**config.mk**
```make
export PLATFORM = sky130hd
export DESIGN_NAME = std_fifo_flex
export DESIGN_NICKNAME = d
export VERILOG_FILES = /design/src/rtl/std_fifo_flex.sv
export SDC_FILE = /design/constraint.sdc
export NUM_CORES = 1
export LEC_CHECK = 0
export CAP_MARGIN = 10
export CORE_ASPECT_RATIO = 2
export CORE_UTILIZATION = 62
export DETAILED_ROUTE_END_ITERATION = 12
export DONT_BUFFER_PORTS = 1
export PLACE_DENSITY = 0.88
export SLEW_MARGIN = 20
export SYNTH_ARGS = -nofsm -noshare
export SYNTH_HDL_FRONTEND = slang
export SYNTH_SLANG_ARGS = --single-unit
```
**constraint.sdc**
```tcl
create_clock -name clk -period 3.19 [get_ports clk]
set_input_delay 0.957 -clock clk [delete_from_list [all_inputs] [get_ports clk]]
set_output_delay 0.957 -clock clk [all_outputs]
set_load 0.01 [all_outputs]
```
**src/rtl/std_fifo_flex.sv**
```systemverilog
// std_fifo_flex -- general-purpose synchronous FIFO between streaming stages.
//
// Depth may be any value >= 2. Pointers wrap explicitly at DEPTH-1, and the
// occupancy counter is held in a register. Every status flag is decoded from
// that counter.
//
// Read modes:
//   FWFT = 0 : standard registered read; q loads the head word on an accepted
//              pop and shows it on the following cycle.
//   FWFT = 1 : first-word-fall-through; q shows ram[rd_ptr] combinationally
//              and a pop acknowledges the word currently on q.
//
// Optional feature (macro STD_FIFO_FLEX_ERR_EN):
//   When defined, overflow and underflow are sticky error flags. They set on a
//   rejected push or a rejected pop, and clear on rst or clr.
//   When undefined, both outputs are tied to 0.
//
// Ports:
//   clk          in   rising-edge clock
//   rst          in   asynchronous reset, active low
//   clr          in   synchronous flush; wins over push/pop in the same cycle
//   push         in   write request
//   pop          in   read request
//   d            in   write data [WIDTH]
//   q            out  read data [WIDTH]
//   full         out  count == DEPTH
//   empty        out  count == 0
//   count        out  occupancy 0..DEPTH [CNT_W]
//   almost_empty out  count <= ALMOST_EMPTY_COUNT
//   almost_full  out  count >= DEPTH - ALMOST_FULL_COUNT
//   overflow     out  sticky: a push was rejected
//   underflow    out  sticky: a pop was rejected
module std_fifo_flex #(
  parameter  int WIDTH              = 8,
  parameter  int DEPTH              = 6,
  parameter  int FWFT               = 0,
  parameter  int ALMOST_EMPTY_COUNT = 1,
  parameter  int ALMOST_FULL_COUNT  = 1,
  // The RAM index must reach DEPTH-1 for every DEPTH >= 2.
  localparam int ADDR_W             = $clog2(DEPTH),
  localparam int CNT_W              = $clog2(DEPTH) + 1
) (
  input  logic             clk,
  input  logic             rst,
  input  logic             clr,
  input  logic             push,
  input  logic             pop,
  input  logic [WIDTH-1:0] d,
  output logic [WIDTH-1:0] q,
  output logic             full,
  output logic             empty,
  output logic [CNT_W-1:0] count,
  output logic             almost_empty,
  output logic             almost_full,
  output logic             overflow,
  output logic             underflow
);

  logic [WIDTH-1:0]  ram [DEPTH];
  logic [ADDR_W-1:0] wr_ptr;
  logic [ADDR_W-1:0] rd_ptr;
  logic              push_ok;
  logic              pop_ok;

  // Wrap by explicit compare: DEPTH need not be a power of two.
  function automatic logic [ADDR_W-1:0] next_ptr(input logic [ADDR_W-1:0] ptr);
    return (ptr == ADDR_W'(DEPTH - 1)) ? '0 : ptr + 1'b1;
  endfunction

  assign full         = (count == CNT_W'(DEPTH));
  assign empty        = (count == '0);
  assign almost_empty = (count <= CNT_W'(ALMOST_EMPTY_COUNT));
  assign almost_full  = (count >= CNT_W'(DEPTH - ALMOST_FULL_COUNT));

  // A push into a full FIFO is accepted when a pop frees the slot in the same
  // cycle. A pop from an empty FIFO is never accepted, even alongside a push.
  assign push_ok = push & (~full | pop);
  assign pop_ok  = pop & ~empty;

  always_ff @(posedge clk or negedge rst) begin
    if (!rst) begin
      wr_ptr <= '0;
      rd_ptr <= '0;
      count  <= '0;
    end else if (clr) begin
      wr_ptr <= '0;
      rd_ptr <= '0;
      count  <= '0;
    end else begin
      if (push_ok) wr_ptr <= next_ptr(wr_ptr);
      if (pop_ok)  rd_ptr <= next_ptr(rd_ptr);
      case ({push_ok, pop_ok})
        2'b10:   count <= count + 1'b1;
        2'b01:   count <= count - 1'b1;
        default: count <= count;
      endcase
    end
  end

  // Storage is not reset. When the FIFO is full, push and pop share one
  // index; the read below samples the old word before this write lands.
  always_ff @(posedge clk) begin
    if (push_ok && !clr) ram[wr_ptr] <= d;
  end

  generate
    if (FWFT != 0) begin : g_fwft
      assign q = ram[rd_ptr];
    end else begin : g_std
      logic [WIDTH-1:0] q_reg;
      // The flush leaves the last read word on q.
      always_ff @(posedge clk or negedge rst) begin
        if (!rst) q_reg <= '0;
        else if (pop_ok && !clr) q_reg <= ram[rd_ptr];
      end
      assign q = q_reg;
    end
  endgenerate

`ifdef STD_FIFO_FLEX_ERR_EN
  always_ff @(posedge clk or negedge rst) begin
    if (!rst) begin
      overflow  <= 1'b0;
      underflow <= 1'b0;
    end else if (clr) begin
      overflow  <= 1'b0;
      underflow <= 1'b0;
    end else begin
      if (push && !push_ok) overflow  <= 1'b1;
      if (pop && !pop_ok)   underflow <= 1'b1;
    end
  end
`else
  assign overflow  = 1'b0;
  assign underflow = 1'b0;
`endif

endmodule

```
**Run 1: track usage over the die**

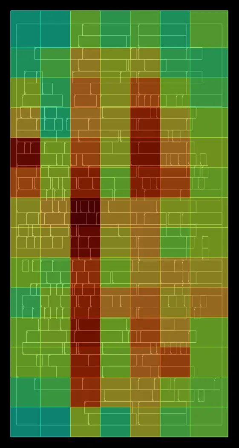
GRT Util Overall: 23.8%
M1 GR Usage: 22.7%

**Run 1: cell classes on the final placement**

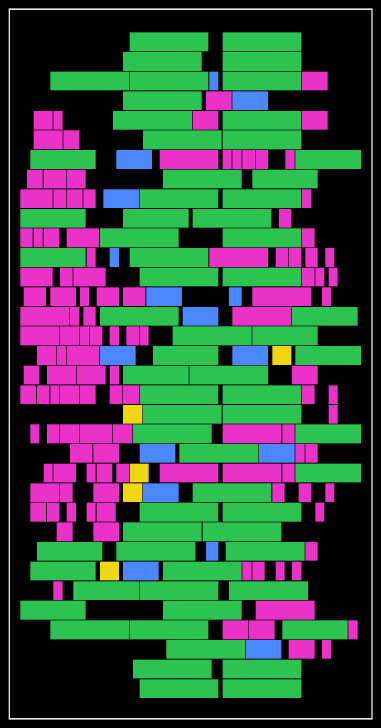
Blue stands for clock drivers and dummy loads, cells 16, share of their area 6.0%. Yellow stands for remaining buffers and delay cells, cells 5, share of their area 1.2%. Green stands for sequential cells, cells 66, share of their area 63%. Magenta stands for combinational and other logic, cells 121, share of their area 30%.
row count: 34
core footprint: 4380 um2
fin area: 3090 um2
Post-Route Utilization: 70.6%
sequential share of cell area: 61.2%

**Run 1: wiring by layer**

Bar = 20 um.
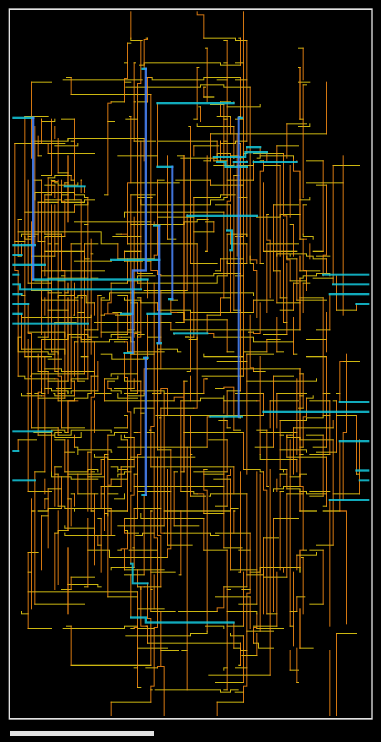
Orange stands for metal 2, wire length 3110 um. Cyan stands for metal 3, wire length 217 um. Blue stands for metal 4, wire length 159 um. Yellow stands for metal 1, wire length 1760 um.

**Run 1: clock distribution**

Bar = 20 um.
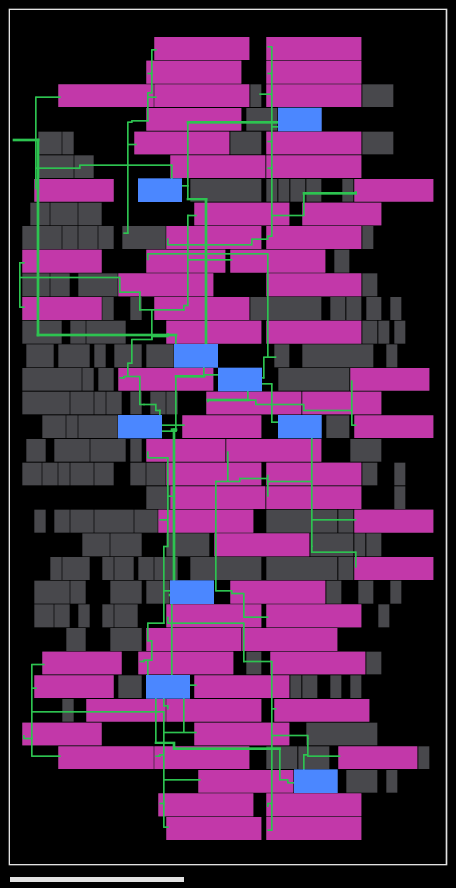
Magenta stands for flip-flops, count 66. Blue stands for clock drivers, count 9. Green stands for clock wires, length 656 um.
There are 10 routed clock nets.

[run 1: metrics by stage]
step	cell area [um2]	hold slack [ns]	utilization (%)	power, uW
2_1_floorplan	2880	0.514	-	1570
3_3_place_gp	2910	0.529	66.4	1610
3_5_place_dp	2910	0.549	66.4	1660
4_1_cts	3090	0.304	70.6	2280
5_1_grt	3090	0.301	70.6	2370
6_report	3090	0.318	70.6	2270
[run 1: report_power, final]
group          leakage [uW]  total (uW)  internal, uW  switching [uW]
Sequential         0.000669        1150          1010             144
Clock             0.0000965         623           344             279
Combinational      0.000360         489           233             256
Total               0.00112        2270          1590             679
[run 1: worst reg2reg max path, stage by stage (launching register included)]
cell      delay, ns
dfrtp_1        0.52
inv_1          0.14
ha_1           0.23
nand3b_1       0.12
o21ai_0        0.15
or3_1          0.39
nor3b_1        0.22
buf_4          0.22
==> results.json, run 1 <==
{
  "run_status": "finished clean",
  "ys_cells": 198,
  "vias": 1643,
  "synthXorXnorAreaFrac_pct": 0.610,
  "path_class": "flop to output port",
  "postSynthCellCount": 198,
  "required_ns": 2.23,
  "clkSinkCount": 66,
  "max_freq_mhz": 373,
  "synth_top_cell_by_area": "edfxtp_1",
  "ys_top_cells_by_area": "edfxtp_1, dfrtp_1, mux4_2, o21ai_0, nand2_1",
  "syn_to_final_growth_pct": 7.62,
  "synth_cell_types": 42,
  "gp_congestion": 0.760,
  "synthAdderAreaFrac_pct": 2.18,
  "drive_gt1_share_pct": 16.8,
  "grt_pass1_wl_mm": 8.22,
  "common_cells": "edfxtp_1, nand2_1, dfrtp_1",
  "yosys-mux-area-fraction_pct": 9.84,
  "lay_top_count": "edfxtp_1",
  "largest_class": "registers",
  "numCtsBuffers": 9,
  "finalHoldViolCount": 0,
  "top_layer_used": "met4",
  "placedCellCount": 246,
  "fill_cells": 284,
  "holdBufCountCts": 0,
  "m1WireLength_mm": 1.76,
  "buf_share_pct": 1.21,
  "r2r-end": "ram[2][0]",
  "routed-wl-met2_mm": 3.11,
  "gr-total-overflow": 0,
  "clock_buffers": 14,
  "p_leak_uw": 0.00112,
  "largest_reg_flops": 48,
  "finalClockPeriodUsage_pct": 83.9,
  "cts.reportedPaths.clkPinSlew_ns": 0.07,
  "cts_resized": 0,
  "cpMaxStageDelayCell": "dfrtp_1",
  "clock.latency.late_pin_ns": 0.33,
  "synth.avg_cell_area_um2": 14.5,
  "n_antenna_cell": 0,
  "place_ws_ns": 0.874,
  "simple_gate_share_pct": 11.5,
  "setup_viol": 0,
  "viasPerCell": 6.27,
  "combGateArea_um2": 885,
  "top_cell_area_share_pct": 50.2,
  "synth.logic.top_family": "simple AND/OR/NAND/NOR gates",
  "synth-edff-count": 48,
  "tns_ns": 0,
  "top_cell": "edfxtp_1",
  "warning_count": 30,
  "hpwlAfterDp_mm": 3.76,
  "wl_per_cell_um": 20.0,
  "worst_path_largest_cell_delay_ns": 0.49,
  "die_area_um2": 4930,
  "die_h_um": 98.3,
  "seq_area_frac_synth_pct": 65.9,
  "reg2reg_from": "count[0]",
  "worstPathMaxFanout": 7,
  "hold_path_class": "input port to async pin",
  "worstSetupEndpoint": "empty",
  "synth_area_um2": 2870,
  "worst_pin_slew_ns": 0.544,
  "endpoint_kind": "output port",
  "fin_cells": 262,
  "nWellTaps": 54,
  "grt.met2_usage_pct": 43.4,
  "clk_share_pct": 5.91,
  "rsz0062_at_grt": "no",
  "path_delay_family": "flip-flops",
  "sh_comb_area_pct": 28.6,
  "initCoreUtil_pct": 65.6,
  "io-pin-count": 31,
  "yosys.area_share.aoi_pct": 6.45,
  "logic_gates": 115,
  "setup_ws_ns": 0.512,
  "clock_path_buffers": 2
}
==> run 2, diff against run 1 <==
==> constraint.sdc (replaced) <==
create_clock -name clk -period 2.8 [get_ports clk]
set_input_delay 0.84 -clock clk [delete_from_list [all_inputs] [get_ports clk]]
set_output_delay 0.84 -clock clk [all_outputs]
set_load 0.01 [all_outputs]
**Run 2: clock distribution**

Bar = 20 um.
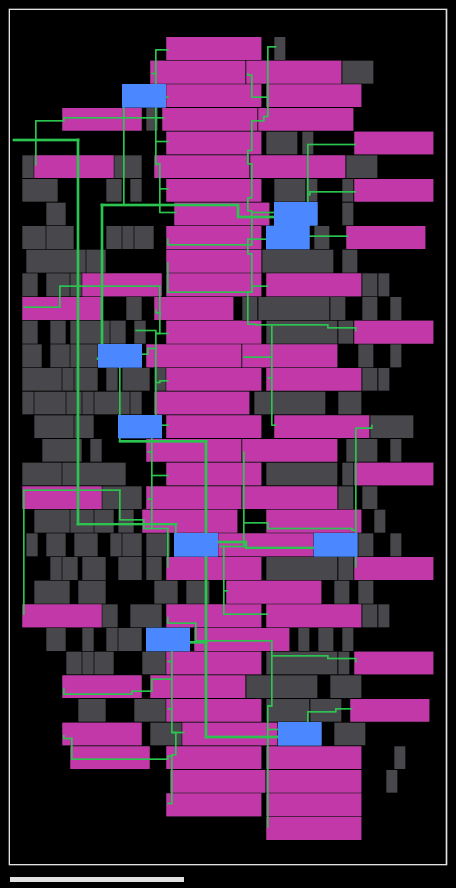
Magenta stands for flip-flops, count 66. Green stands for clock wires, length 671 um. Blue stands for clock drivers, count 9.
There are 10 routed clock nets.
Final Skew: 0.00609 ns
Clock net power: 677 uW
clock share of power: 26.8%
clk latency late pin: 0.33 ns

==> run 2 against run 1 <==
Effect of this change: power is 12% higher; clock power is 8.7% higher; clock skew hardly changed; critical path type unchanged; largest cell class unchanged; largest power group unchanged.
==> results.json, run 2 <==
{
  "power_density_nw_per_um2": 820,
  "comb-power_uw": 538,
  "top_cell_area_share_pct": 50.2,
  "antenna_found_initial": 0,
  "power-top-group": "sequential cells",
  "wl_per_cell_um": 18.8,
  "track_usage_pct": 22.8,
  "dr.pass1.iters": 4,
  "place_ws_ns": 0.564,
  "flops": 66,
  "layout_min_cycle_time_ns": 2.49,
  "detail-route-antenna-nets": 0,
  "endpoint_kind": "output port",
  "run_status": "finished clean",
  "tns_ns": 0,
  "cts.reportedPaths.clkPinSlew_ns": 0.07,
  "common_cells": "edfxtp_1, nand2_1, dfrtp_1",
  "die_area_um2": 4930,
  "p_int_uw": 1770,
  "warning_count": 30,
  "seq_cell_power_uw": 1310,
  "io-pin-count": 31,
  "path_cells": "inv_1, ha_1, or3b_4, clkinv_4",
  "clk_share_pct": 5.60,
  "ys_top_cells_by_area": "edfxtp_1, dfrtp_1, mux4_2, o21ai_0, nand2_1",
  "worst_path_largest_cell_delay_ns": 0.48,
  "fill_cells": 286,
  "path_delay_family": "flip-flops",
  "regArea_um2": 1890,
  "worstPathMaxFanout": 7,
  "final_cell_mix": "edfxtp_1, nand2_1, dfrtp_1",
  "nWellTaps": 54,
  "clkSinkCount": 66,
  "initCoreUtil_pct": 65.6,
  "grt_max_degree": 20,
  "n_all_buffers": 5,
  "finalClockPeriodUsage_pct": 88.9,
  "max_freq_mhz": 402,
  "fin_area_um2": 3080,
  "final_core_util_pct": 70.3,
  "synthArstFlopShare_pct": 27.3,
  "p_leak_uw": 0.00112,
  "placedCellCount": 246,
  "buf_share_pct": 1.22,
  "worstSetupEndpoint": "empty",
  "grt_pass1_wl_mm": 7.78,
  "seq_area_frac_synth_pct": 65.9,
  "power_frac_seq_pct": 51.9,
  "netSwitchingFraction_pct": 29.8,
  "sh_comb_area_pct": 28.7,
  "r2r-end": "ram[2][6]",
  "fin_hold_ws_ns": 0.201,
  "synth_cell_types": 42,
  "postSynthCellCount": 198,
  "synth_top_cell_by_area": "edfxtp_1",
  "power_frac_comb_pct": 21.3,
  "ys_ff": 66,
  "gr-total-overflow": 0,
  "gp_congestion": 0.730,
  "setup_ws_ns": 0.311,
  "drc": 0,
  "synth_area_um2": 2870,
  "p_total_uw": 2530,
  "hold_path_class": "input port to async pin",
  "relSlewSlack_pct": 66.1,
  "slew_violations": 0,
  "path_class": "flop to output port",
  "cap_violations": 0,
  "finalHoldViolCount": 0,
  "synth-main-ff-cell": "edfxtp_1",
  "crit_buf_inv": 2,
  "syn_to_final_growth_pct": 7.27,
  "cpMaxStageDelayCell": "dfrtp_1",
  "rows": 34,
  "start_kind": "flop",
  "worst_pin_slew_ns": 0.508,
  "setup_viol": 0,
  "lay_top_count": "edfxtp_1",
  "die_x_um": 50.1,
  "holdBufCountCts": 0,
  "rsz0062_at_grt": "no",
  "hpwlAfterDp_mm": 3.63,
  "p_sw_uw": 753,
  "cts_tree": "built",
  "cts_setup_buffers": 0,
  "largest_class": "registers",
  "seq_share_pct": 61.4,
  "largest_reg_flops": 48,
  "num-nets-final": 221,
  "rr_worst_depth": 7,
  "ys_cells": 198,
  "place_area_um2": 2910,
  "fin_cells": 262,
  "numCtsBuffers": 9,
  "h-tree-depth": 3,
  "viasPerCell": 6.11,
  "vias": 1600,
  "top_cell": "edfxtp_1",
  "clock_path_buffers": 2,
  "logic_gates": 115,
  "die_h_um": 98.3,
  "combGateArea_um2": 885,
  "clock_buffers": 12,
  "synth-edff-count": 48,
  "portBuffers": 0,
  "cts_resized": 0,
  "n_antenna_cell": 0,
  "worst_ep_arrival_time_ns": 1.65,
  "num-nonclk-inverters": 6,
  "drt-initial-drc-count": 59,
  "core-area_um2": 4380,
  "drive_gt1_share_pct": 16.3,
  "synth.avg_cell_area_um2": 14.5,
  "reg2reg_from": "count[0]",
  "required_ns": 1.96,
  "peakVddDrop_mv": 0.609
}
**Run 2: cell classes on the final placement**

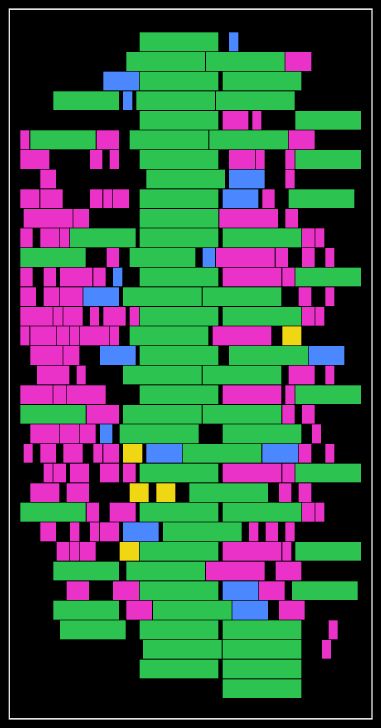
Blue stands for clock drivers and dummy loads, cells 16, share of their area 5.7%. Yellow stands for remaining buffers and delay cells, cells 5, share of their area 1.2%. Magenta stands for combinational and other logic, cells 121, share of their area 30%. Green stands for sequential cells, cells 66, share of their area 63%.

[run 2: cell counts after synthesis]
Identical to the previous run, type by type.
[run 2: metal layers]
layer | up-vias | wire (um) | global-route usage, %
met3 | 19 | 241 | 6.54
met5 | - | 0 | 0
li1 | 740 | - | -
met2 | 56 | 2800 | 40.4
met4 | 0 | 283 | 17.6
met1 | 785 | 1600 | 20.3
[run 2: cells by family after synthesis]
| group | Yosys count | synth area share [%] |
|---|---|---|
| adder cells (fa/ha/maj) | 5 | 2.18 |
| flip-flops | 66 | 65.9 |
| buffers and inverters | 18 | 3.48 |
| multiplexers | 18 | 9.84 |
| AND-OR/OR-AND | 30 | 6.45 |
| AND/OR/NAND/NOR | 58 | 11.5 |
| XOR/XNOR | 2 | 0.610 |
| other | 1 | 0.131 |
Power is estimated from default activity; no workload was simulated.
